Design controller_scanner_m, sky130hd; sources not shown.
Clock wiring as the flow saved it:
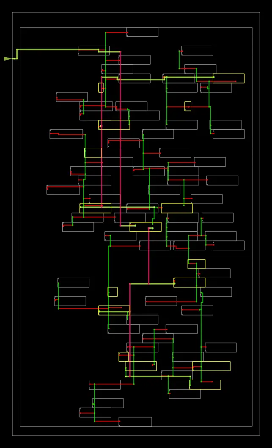
Worst-Skew Late Latency: 0.33 ns
TritonCTS Sinks: 66
setup skew after layout: 0.00327 ns
total of clock buffers placed in the layout: 12

Zoomed window:
Window x 44 to 64, y 83 to 103 um. Cells in grey, sequential cells in the stronger grey; small squares are vias.
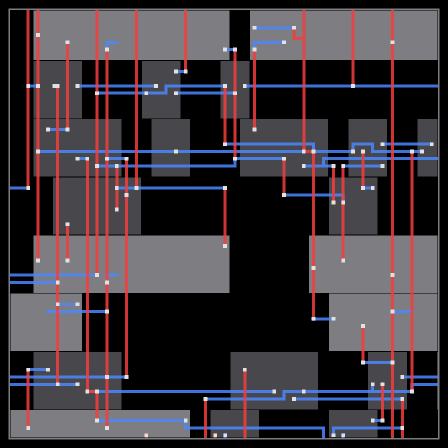
| colour | layer |
|---|---|
| blue | M1 |
| red | M2 |
cells with their middle in the window: 18
most frequent: mux2_2 (5), dfrtp_1 (5), o21ai_0 (3)
sequential cells in the window: 5

Wires at chosen ports, followed through buffers:
(4 px per um)
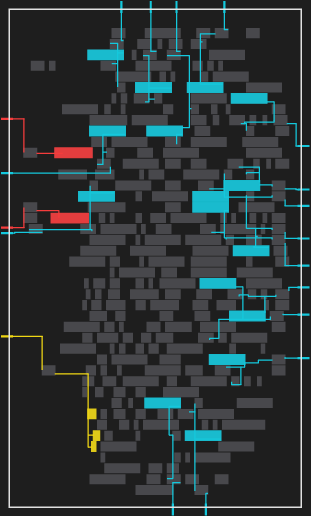
| colour | port | direction | edge | end cells | buffers | wire |
|---|---|---|---|---|---|---|
| yellow | start_fetch | input | left | 3 | 1 | 44.9 um |
| red | controller_data_B_LIST | input | left | 2 | 2 | 32.9 um |
| cyan | controller_buttons_out_LIST | output | 8 right, 4 top, 2 left, 2 bottom | 16 | 16 | 481 um |
IO Port Bufs: 40
top-level I/O count: 41

Met2 routing:
(4 px per um) Cells faint in the background.
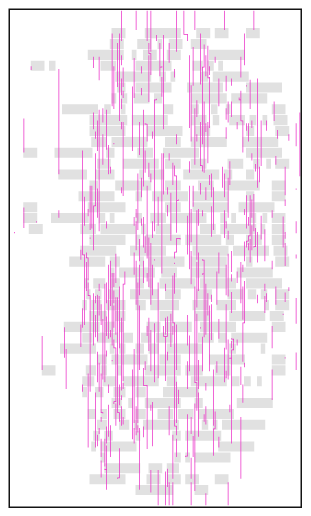
longest straight run: 35.0 um
share of all routed wire: 54%
nets with wire on the layer: 239
wire length on this layer: 2,760 um
total number of vias: 1,710
Routed WL: 5.13 mm
met2 capacity usage during global routing: 21.3%

Routed metal, one colour a layer:
(6 px per um) Only two layers are drawn.
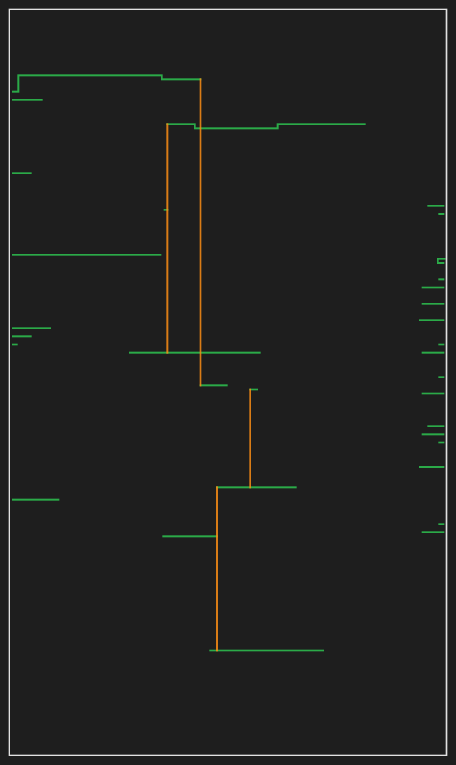
| colour | layer | wire length |
|---|---|---|
| orange | M4 | 133 um |
| green | M3 | 228 um |
Routed wire per std cell: 14.3 um
Total Routing Usage GR: 13.0%

==> notes.md <==
Flow results are below.

- The share of the clock period used by the worst path after layout is 104%, for reference.
- Subtracting the final worst setup slack from the clock period gives 1.56 ns.
- Summed over the clock group, the power is 2110 uW.
- After detailed routing, the met3 layer carries 227 um of wire.
- The category of the worst setup path capture point is a flop, for reference.
- The top contributor to total power is the clock network, for reference.
- In this run, synthesis produced a sequential element count of 66.
- For this configuration, the core starts out at a cell density of 33.1%.
- The tightest slew margin relative to the limit is 62.6%, for reference.
- Listed in order, past its start point the critical path passes inv_1, ha_2, and4b_4, buf_4, nand2_4, mux2_2.
- The footprint of the multi-input gates is 943 um^2, for reference.
- The synthesized instance count is 204, for reference.
- Ranked by total cell area, the synthesized netlist is headed by sky130_fd_sc_hd__dfrtp_1 (58%), sky130_fd_sc_hd__mux2_2 (13%), sky130_fd_sc_hd__dfstp_2 (5.0%), sky130_fd_sc_hd__nand2b_1 (4.0%), sky130_fd_sc_hd__o21ai_0 (3.6%).
- The H-tree level count is 3, for reference.
- The category of cells accounting for the largest share of critical-path delay is flip-flops, for reference.
- The overall power consumption is 5010 uW, for reference.
- The cell type taking the most area is sequential cells, for reference.
- The count of distinct cell types in the synthesized netlist is 30, for reference.
- According to the tapcell log, the count of inserted taps is 90.
- The critical path start-end classification is flop to flop, for reference.
- The number of design-rule violations left by the first detailed-router iteration is 74, for reference.
- The finished cells cover 3580 um^2.
- The global routing report lists met3 layer usage as 5.18%.
- The final weighted congestion of routability-driven global placement is 0.776, for reference.
- Per the final report, max-transition violations number 0.
- The post-CTS resize count is 2, for reference.
- Entering global routing, the biggest net connects 46 pins.
- The leakage power is 0.00164 uW, for reference.
- The count of buffering cells on the critical path with inverters included is 2, for reference.
- The minimum setup slack in the final design is -0.0595 ns, for reference.
- The global-route wire length before repair is 8.69 mm, for reference.
- The detailed router put a total of 2.01 mm of wire on met1.
- Derived from the worst setup path, the maximum achievable clock frequency is 641 MHz.
- In the synthesis report, Yosys lists the chip area as 2640 um^2.
- The cell with the most instances after synthesis is sky130_fd_sc_hd__dfrtp_1, for reference.
- Per the finish-stage timing summary, setup violations number 17.
- Per the layout report, the design carries 2 non-clock inverters.
- Per the detailed placement report, the placed cell area equals 3220 um^2.
- Summed over all nets, the half-perimeter wirelength after detailed placement is 3.61 mm.
- The root buffer selected by CTS is sky130_fd_sc_hd__clkbuf_16, for reference.
- Per report_power, the combinational group accounts for 16.2% of the total.
- The number of vias per cell after detailed routing is 4.76, for reference.
- The area growth from synthesis to layout is 35.6%, for reference.
- The number of remaining DRC errors is 0, for reference.
- The async set-reset flop share out of synthesis is 100%, for reference.
- The library cell with the largest summed area after synthesis is sky130_fd_sc_hd__dfrtp_1, for reference.
- TritonCTS built the clock tree.
- The tally of filler cells in the layout is 849, for reference.
- The post-cts hold-fix buffer tally is 1, for reference.
- For the pin with the worst max-slew slack, the measured transition is 0.559 ns.
- The run finished, with violations left.
- The category of the worst setup path launch point is a flop, for reference.
- The critical path runs through a total of 6 cells.
- The Yosys warning count is 0, for reference.
- The tally of nets with antenna violations remaining after routing is 0, for reference.
- The met2 wire length is 2.76 mm, for reference.
- The data required time of the worst path is 1.71 ns, for reference.
- The final reports fail on negative setup slack.
- The area taken by flip-flops and latches is 1660 um^2, for reference.
- Routed signal wires occupy layers up through met4.
- In the final layout, clock buffers and inverters account for 8.57% of the cell area.
- Summed over all layers, the global routing overflow is 0.
- The horizontal die dimension reported for this design is 72.6 um.
- The delay of the slowest cell on the worst path is 0.39 ns, for reference.
- The yosys cell count is 204, for reference.
- The switching power is 1260 uW, for reference.
- The global routing report lists met1 layer usage as 14.2%.
- The top cell type's share of synthesized area is 57.9%, for reference.
- Net switching is 25.1% of the power.
- The largest individual stage delay along the critical path comes from the cell sky130_fd_sc_hd__dfrtp_1.
- The multi-input combinational area share is 26.4%, for reference.
- The total clock buffers created by CTS is 9, for reference.
- The core area is 7960 um^2, for reference.
- The cell area after technology mapping is 2640 um^2, for reference.
- The count of inserted antenna diode cells is 0, for reference.
- The tally of OpenROAD warnings is 28, for reference.
- The total number of placement rows is 43, for reference.
- Per the OpenROAD floorplan log, the height of the die is 124 um.
- The first detailed-routing pass took 4 iterations.
- In the final layout, excluding clock buffers the buffer count is 57.
- The via count of the first global-routing pass was 1,802.
- The sequential cell fraction of total power is 41.7%, for reference.
- The timing report gives the clock slew at the launch and capture registers of the worst setup and hold paths as 0.05 ns.
- For reference, the final report shows the hold violation count at 0.
- The sequential-to-total area share from yosys stat is 62.9%, for reference.
- The number of enable-type register cells in the synthesized netlist is 0, for reference.
- Setup repair after global routing could not meet its margin everywhere.
- Per the final layout report, the fraction of cells sized above drive strength 1 comes to 28.3%.
- Per the repair_timing log after CTS, setup buffers inserted total 0.
- At the placement stage, the worst setup path has a slack of -0.0709 ns.
- A synthesized cell averages 12.9 um^2.
- The top logic cell by instance count in the layout is sky130_fd_sc_hd__dfrtp_1, for reference.
- The net count of the finished layout is 273, for reference.
- The final cell utilization of the core is 44.9%, for reference.
-- kinds of logic (layout without fill, tap and decap cells) --
| kind of cell | Yosys count | after routing | share of synthesized area [%] |
|---|---|---|---|
| multiplexers | 31 | 31 | 13.4 |
| flip-flops | 66 | 66 | 62.9 |
| AND-OR/OR-AND | 24 | 24 | 5.27 |
| buffers and inverters | 11 | 75 | 2.32 |
| XOR/XNOR | 3 | 3 | 0.996 |
| AND/OR/NAND/NOR | 65 | 66 | 13.3 |
| adder cells (fa/ha/maj) | 4 | 4 | 1.90 |
-- stage by stage --
stage          hold slack, ns  TNS (ns)  cells
2_1_floorplan          -0.146     -9.43    195
3_5_place_dp           0.0907    -0.100    339
3_3_place_gp           0.0881         0    339
4_1_cts                 0.216    -0.189    356
6_report                0.231    -0.717    359
5_1_grt                 0.225     -1.88    359
Power figures rest on the tool's default switching activity, not on a simulated workload.
